Met1 routing:
Bar = 50 µm.
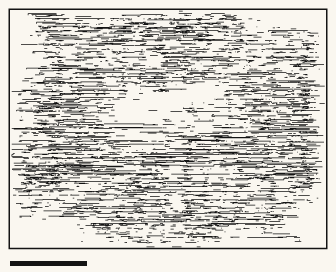
Met2 routing:
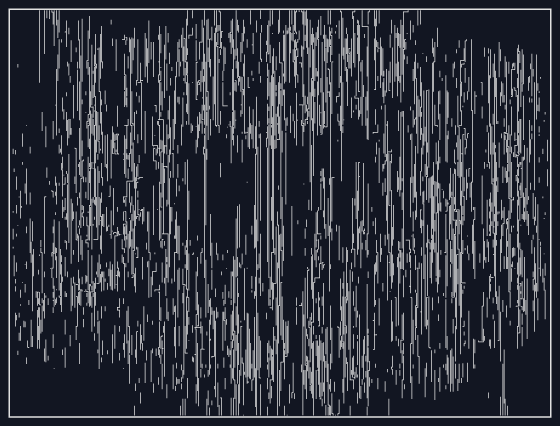
## src/rtl/psum_collector_pkg.sv

```systemverilog
// Shared types for the systolic-array output collector.
// FSM encodings and array-wide width defaults.
package psum_collector_pkg;

  localparam int DATA_WIDTH = 8;
  localparam int ACC_WIDTH  = 16;

  typedef enum logic [1:0] {
    ST_IDLE    = 2'd0,
    ST_COLLECT = 2'd1,
    ST_DRAIN   = 2'd2
  } st_t;

endpackage

```

## src/rtl/psum_collector_if.sv

```systemverilog
// Skewed partial-sum input and deskewed row output stream.
// The collector is the slave; the array/host side is the master.
interface psum_collector_if #(
  parameter int N = 4,
  parameter int W = 16
) ();

  logic           in_valid;
  logic [N*W-1:0] c_in;
  logic           out_valid;
  logic           out_ready;
  logic [N*W-1:0] out_data;
  logic           out_last;

  modport slave (
    input  in_valid, c_in, out_ready,
    output out_valid, out_data, out_last
  );

  modport master (
    output in_valid, c_in, out_ready,
    input  out_valid, out_data, out_last
  );

endinterface

```

## src/rtl/psum_fifo.sv

```systemverilog
// Row FIFO with concurrent push/pop; push while full only
// succeeds if a pop frees the slot in the same cycle.
module psum_fifo #(
  parameter int W     = 65,
  parameter int DEPTH = 4
) (
  input  logic         clk,
  input  logic         rst_n,
  input  logic         push,
  input  logic [W-1:0] din,
  input  logic         pop,
  output logic [W-1:0] dout,
  output logic         full,
  output logic         empty,
  output logic         one
);

  localparam int AW = $clog2(DEPTH);

  logic [W-1:0]  mem [DEPTH];
  logic [AW-1:0] wr_ptr, rd_ptr;
  logic [AW:0]   cnt;
  logic [W-1:0]  hold;
  logic          wr_en, rd_en;

  assign full  = cnt == (AW+1)'(DEPTH);
  assign empty = cnt == '0;
  assign one   = cnt == (AW+1)'(1);
  assign wr_en = push & (~full | pop);
  assign rd_en = pop & ~empty;

  always_ff @(posedge clk) begin
    if (wr_en) mem[wr_ptr] <= din;
  end

  // hold keeps the last popped entry visible once empty
  always_ff @(posedge clk or negedge rst_n) begin
    if (!rst_n) begin
      wr_ptr <= '0;
      rd_ptr <= '0;
      cnt    <= '0;
      hold   <= '0;
    end else begin
      if (wr_en) wr_ptr <= wr_ptr + 1'b1;
      if (rd_en) begin
        rd_ptr <= rd_ptr + 1'b1;
        hold   <= mem[rd_ptr];
      end
      cnt <= cnt + (AW+1)'(wr_en)
                 - (AW+1)'(rd_en);
    end
  end

  assign dout = empty ? hold : mem[rd_ptr];

endmodule

```

## src/rtl/psum_collector.sv

```systemverilog
// Deskews bottom-row partial sums into rows, frames ROWS rows.
// PSUM_COLLECT_RELU_EN clamps negative columns to zero.
module psum_collector
  import psum_collector_pkg::*;
#(
  parameter int N         = 4,
  parameter int ACC_WIDTH = 16,
  parameter int ROWS      = 4,
  parameter int DEPTH     = 4
) (
  input  logic clk,
  input  logic rst_n,
  input  logic start,
  psum_collector_if.slave bus,
  output logic busy,
  output logic done,
  output logic overflow
);

  localparam int DW = N * ACC_WIDTH;
  localparam int RW = $clog2(ROWS + 1);

  st_t           state, state_nxt;
  logic [RW-1:0] iss_cnt, row_cnt;
  logic [N-1:1]  vd;
  logic [DW-1:0] pr [1:N-1];
  logic [DW-1:0] row_raw, row_in;
  logic [DW:0]   fifo_dout;
  logic          accept, push, pop, drop;
  logic          push_last, last_drop;
  logic          full, empty, one;
  logic          done_nxt, begin_frame;

  assign begin_frame = (state == ST_IDLE) & start;
  assign accept = bus.in_valid
                & (state == ST_COLLECT)
                & (iss_cnt < RW'(ROWS));
  assign push      = vd[N-1];
  assign push_last = row_cnt == RW'(ROWS - 1);
  assign pop       = bus.out_valid & bus.out_ready;
  assign drop      = push & full & ~pop;

  // pr[j] carries columns 0..j-1 of the row whose valid is vd[j]
  always_ff @(posedge clk or negedge rst_n) begin
    if (!rst_n) begin
      vd <= '0;
      for (int j = 1; j < N; j++) pr[j] <= '0;
    end else begin
      vd[1] <= accept;
      for (int j = 2; j < N; j++) vd[j] <= vd[j-1];
      pr[1] <= DW'(bus.c_in[ACC_WIDTH-1:0]);
      for (int j = 1; j < N - 1; j++) begin
        pr[j+1] <= pr[j];
        pr[j+1][j*ACC_WIDTH +: ACC_WIDTH]
          <= bus.c_in[j*ACC_WIDTH +: ACC_WIDTH];
      end
    end
  end

  always_comb begin
    row_raw = pr[N-1];
    row_raw[(N-1)*ACC_WIDTH +: ACC_WIDTH]
      = bus.c_in[(N-1)*ACC_WIDTH +: ACC_WIDTH];
  end

`ifdef PSUM_COLLECT_RELU_EN
  always_comb begin
    row_in = row_raw;
    for (int j = 0; j < N; j++)
      if (row_raw[j*ACC_WIDTH + ACC_WIDTH - 1])
        row_in[j*ACC_WIDTH +: ACC_WIDTH] = '0;
  end
`else
  assign row_in = row_raw;
`endif

  psum_fifo #(
    .W    (DW + 1),
    .DEPTH(DEPTH)
  ) u_fifo (
    .clk  (clk),
    .rst_n(rst_n),
    .push (push),
    .din  ({push_last, row_in}),
    .pop  (pop),
    .dout (fifo_dout),
    .full (full),
    .empty(empty),
    .one  (one)
  );

  assign bus.out_valid = ~empty;
  assign bus.out_data  = fifo_dout[DW-1:0];
  assign bus.out_last  = ~empty & fifo_dout[DW];
  assign busy          = state != ST_IDLE;

  always_ff @(posedge clk or negedge rst_n) begin
    if (!rst_n) begin
      state     <= ST_IDLE;
      iss_cnt   <= '0;
      row_cnt   <= '0;
      overflow  <= 1'b0;
      last_drop <= 1'b0;
      done      <= 1'b0;
    end else begin
      state <= state_nxt;
      done  <= done_nxt;
      if (begin_frame) begin
        iss_cnt   <= '0;
        row_cnt   <= '0;
        overflow  <= 1'b0;
        last_drop <= 1'b0;
      end else begin
        if (accept) iss_cnt <= iss_cnt + 1'b1;
        if (push)   row_cnt <= row_cnt + 1'b1;
        if (drop)   overflow <= 1'b1;
        if (drop & push_last) last_drop <= 1'b1;
      end
    end
  end

  // a dropped last row ends the frame once the FIFO runs dry
  always_comb begin
    state_nxt = state;
    done_nxt  = 1'b0;
    unique case (state)
      ST_IDLE:
        if (start) state_nxt = ST_COLLECT;
      ST_COLLECT:
        if (push & push_last) state_nxt = ST_DRAIN;
      ST_DRAIN:
        if ((pop & bus.out_last) |
            (last_drop & (empty | (pop & one)))) begin
          done_nxt  = 1'b1;
          state_nxt = ST_IDLE;
        end
      default: state_nxt = ST_IDLE;
    endcase
  end

endmodule

```

## src/flat_wrapper.sv

```systemverilog
// flat-port wrapper written by rule: the top's interface ports become plain ports
module psum_collector_flat import psum_collector_pkg::*;
#(
  parameter int N         = 4,
  parameter int ACC_WIDTH = 16,
  parameter int ROWS      = 4,
  parameter int DEPTH     = 4
)
  (clk, rst_n, start, busy, done, overflow, bus_in_valid, bus_c_in, bus_out_ready, bus_out_valid, bus_out_data, bus_out_last);
  psum_collector_if #(.N(N), .W(16)) bus_i ();
  input  logic clk;
  input  logic rst_n;
  input  logic start;
  output logic busy;
  output logic done;
  output logic overflow;
  input wire logic [$bits(bus_i.in_valid)-1:0] bus_in_valid;
  input wire logic [$bits(bus_i.c_in)-1:0] bus_c_in;
  input wire logic [$bits(bus_i.out_ready)-1:0] bus_out_ready;
  output wire logic [$bits(bus_i.out_valid)-1:0] bus_out_valid;
  output wire logic [$bits(bus_i.out_data)-1:0] bus_out_data;
  output wire logic [$bits(bus_i.out_last)-1:0] bus_out_last;
  assign bus_i.in_valid = bus_in_valid;
  assign bus_i.c_in = bus_c_in;
  assign bus_i.out_ready = bus_out_ready;
  assign bus_out_valid = bus_i.out_valid;
  assign bus_out_data = bus_i.out_data;
  assign bus_out_last = bus_i.out_last;
  psum_collector #(.N(N), .ACC_WIDTH(ACC_WIDTH), .ROWS(ROWS), .DEPTH(DEPTH)) u_core (.clk(clk), .rst_n(rst_n), .start(start), .bus(bus_i), .busy(busy), .done(done), .overflow(overflow));
endmodule
```

## config.mk

```make
export PLATFORM = sky130hd
export DESIGN_NAME = psum_collector_flat
export DESIGN_NICKNAME = d
export VERILOG_FILES = /design/src/rtl/psum_collector_pkg.sv /design/src/rtl/psum_collector_if.sv /design/src/rtl/psum_fifo.sv /design/src/rtl/psum_collector.sv /design/src/flat_wrapper.sv
export SDC_FILE = /design/constraint.sdc
export NUM_CORES = 1
export LEC_CHECK = 0
export CAP_MARGIN = 10
export CORE_ASPECT_RATIO = 0.75
export CORE_UTILIZATION = 52
export DETAILED_ROUTE_END_ITERATION = 10
export PLACE_DENSITY = 0.82
export SYNTH_ARGS = -nofsm -noshare
export SYNTH_HDL_FRONTEND = slang
export SYNTH_SLANG_ARGS = --single-unit
```

## constraint.sdc

```tcl
create_clock -name clk -period 2.7 [get_ports clk]
set_input_delay 0.81 -clock clk [delete_from_list [all_inputs] [get_ports clk]]
set_output_delay 0.81 -clock clk [all_outputs]
set_load 0.02 [all_outputs]
```

==> notes.md <==
flow finished, numbers: status=complete, but fails checks, failing checks=setup timing, Seq/Total Area, Yosys=0.768, WP buf/inv=4, final tally of setup violations=66, tool warnings=31, CP Capture Type=output port, drt drc=0, Ports=138, GP Congestion=0.737, area delta synth->final=27.4%, Crit path max-delay family=multiplexers, Yosys chip area=16100 µm², IO buf count=137, Root Driver=clkbuf_16, clk_skew=11.9 ps, cell repeated most along the worst path=buf_12, Die H=154 µm, Worst Tran Pin Value=927 ps, RSZ-0062 raised after global routing=yes, worst setup margin=-447 ps, Max-slew headroom=0.382, most numerous logic cells after layout=edfxtp_1, nand2_1, dfrtp_1, clkdlybuf4s50_1, buf_6, initial antenna violation count=2, TritonCTS clock tree=built, Cells after Synth=867, worst vdd ir=0.000698 V, placed cells=1406, f_max=0.318 GHz, number of synthesized register bits=441, Hold Crit Class=input port to asynchronous set/reset pin, flop-to-flop setup slack=310 ps, Die ar.=31600 µm², global-route usage over all layers=0.212, Reg2Reg Launch Point=u_core.u_fifo.cnt[2]$_DFF_PN0_, post-place setup slack=-406 ps, crit path DAT=2340 ps, Register-to-Register Path Depth=11, Floorplan Utilization=0.530, crit path to=bus_out_data[56], Detailed Route Iter0 Violations=508, crit path cell chain=buf_12, buf_8, buf_12, mux4_2, mux2_4, buf_6, Slowest cell on crit path=dfrtp_4, H-tree levels=2, largest net degree at the start of global routing=66, Placed Instance Area=18300 µm², Setup Crit Path Kind=flop to output port, vias in the first global route=8895, cell depth of the worst setup path=6, share of cells above drive strength 1=0.314, First-pass DRT Iterations=5, Worst Setup SP=u_core.u_fifo.rd_ptr[0]$_DFFE_PN0P_, syn_nets=946, post-synthesis area per instance=18.5 µm², Late-Pin Clk Latency=540 ps, dpl hpwl=17700 µm, Cell Type Count=31, Hold Fails Final Rpt=0, Power per Cell Area=1140 nW/µm², Top cell excl fill/tap=edfxtp_1, worst r2r dst=u_core.u_fifo.cnt[2]$_DFF_PN0_, Lkg Pwr=0.00824 µW, max incr delay on CP=510 ps, Clock Tree Buf Depth=3, Mapped Area=16100 µm², Routed WL per cell=21.0 µm, # nets final=1171, clock sink count=441, number of buffers created by CTS=42, core area=30300 µm², Startpoint Class=flop, Required @ worst endpoint=1890 ps, aggregate global routing overflow=0, cell area after layout=20500 µm², ys cells=867, Slew Limit Fails=0, crit-path max FO=5, Tmin final=3150 ps, first-pass GRT wire length=49900 µm, post-route ant nets=0, final std cells w/o fill=1526, max_cap viols=0, Die Wd=205 µm, Via density=5.37, Worst-path clk slew=60 ps, Site Rows=55, Ys Warns=0, period utilization=1.17
Back to the opening pictures, 'met1 routing':
main direction: horizontal
nets with wire on the layer: 1069

Back to the opening pictures, 'met2 routing':
nets with wire on the layer: 1031
longest straight run: 74.1 µm
final WL: 32100 µm
vias: 8200
met2 usage: 0.349

## sequential cells by signal, summed over array words and instances, names as in the netlist
signal                count
u_core.u_fifo.mem       260
u_core.pr                96
u_core.u_fifo.hold       64
u_core.iss_cnt            3
u_core.row_cnt            3
u_core.u_fifo.cnt         3
u_core.vd                 3
u_core.state              2
u_core.u_fifo.rd_ptr      2
u_core.u_fifo.wr_ptr      2
u_core.done               1
u_core.last_drop          1
u_core.overflow           1
## synthesized netlist by cell type
master | number | area, µm²
dfrtp_1 | 181 | 4530
nor4bb_1 | 1 | 10.0
fa_1 | 1 | 20.0
mux4_2 | 65 | 1460
mux2i_1 | 2 | 20.0
nand2_1 | 195 | 732
o2bb2ai_1 | 1 | 8.76
o21ai_0 | 2 | 10.0
and2_1 | 5 | 31.3
clkbuf_1 | 14 | 52.6
a21oi_1 | 2 | 10.0
nand2b_1 | 2 | 12.5
a211oi_1 | 1 | 7.51
mux2_4 | 28 | 420
buf_12 | 4 | 80.1
xnor2_1 | 7 | 61.3
nor4b_1 | 1 | 8.76
edfxtp_1 | 260 | 7810
nor2b_1 | 1 | 6.26
or2_2 | 1 | 6.26
buf_6 | 1 | 11.3
buf_2 | 18 | 90.1
mux2_2 | 37 | 417
inv_1 | 11 | 41.3
ha_1 | 9 | 113
a31oi_1 | 3 | 18.8
nor2_1 | 9 | 33.8
nand3_1 | 2 | 10.0
o31ai_1 | 1 | 7.51
a31o_2 | 1 | 8.76
or3_1 | 1 | 6.26
## logic make-up (layout without fill, tap and decap cells)
kind of cell / after synthesis / in the layout / share of synthesized area
compound gates: 11 / 11 / 0.00444
xor+xnor: 7 / 7 / 0.00382
fa+ha+maj: 10 / 10 / 0.00826
buf+inv: 48 / 306 / 0.0171
flops: 441 / 441 / 0.768
mux: 132 / 132 / 0.145
other cells: 0 / 2 / 0
simple gates: 218 / 218 / 0.0534
## cell type report
| cell class | instances | area (µm²) |
|---|---|---|
| fill | 1973 | 9820 |
| timing repair buffer | 218 | 2570 |
| inverter | 11 | 41.3 |
| antenna | 2 | 5.00 |
| multi-input combinational | 378 | 3620 |
| tap | 399 | 499 |
| sequential | 441 | 12300 |
| clock buffer | 61 | 1190 |
| clock inverter | 16 | 191 |
## metal layers
metal	share of wire	GRT usage	vias to the layer above
met5	0	0	-
met4	0.022	0.0681	0
met3	0.054	0.0396	61
met2	0.50	0.349	252
met1	0.43	0.290	4261
li1	-	-	3626
## timing repair
| action | CTS | global route |
|---|---|---|
| resized | 453 | 5 |
| endpoints found under the setup margin | 66 | 68 |
| gates cloned | 10 | 0 |
| setup buffers | 21 | 14 |
| hold buffers | 0 | 0 |
| pin swaps | 2 | 0 |
## report_power, final
| part | internal (µW) | switching [µW] | total [µW] |
|---|---|---|---|
| logic | 4880 | 3990 | 8870 |
| clock network | 3480 | 2420 | 5900 |
| registers | 8070 | 482 | 8550 |
## stage by stage
stage	utilization	hold WS, ps	setup TNS [ps]	total power (µW)
global placement	0.604	331	-11550	15800
global route	0.676	265	-28160	24400
detailed placement	0.604	336	-12030	16000
CTS	0.674	259	-27440	23500
finish	0.676	251	-23400	23300
floorplan	-	331	0	13100
Power is estimated from default activity; no workload was simulated.
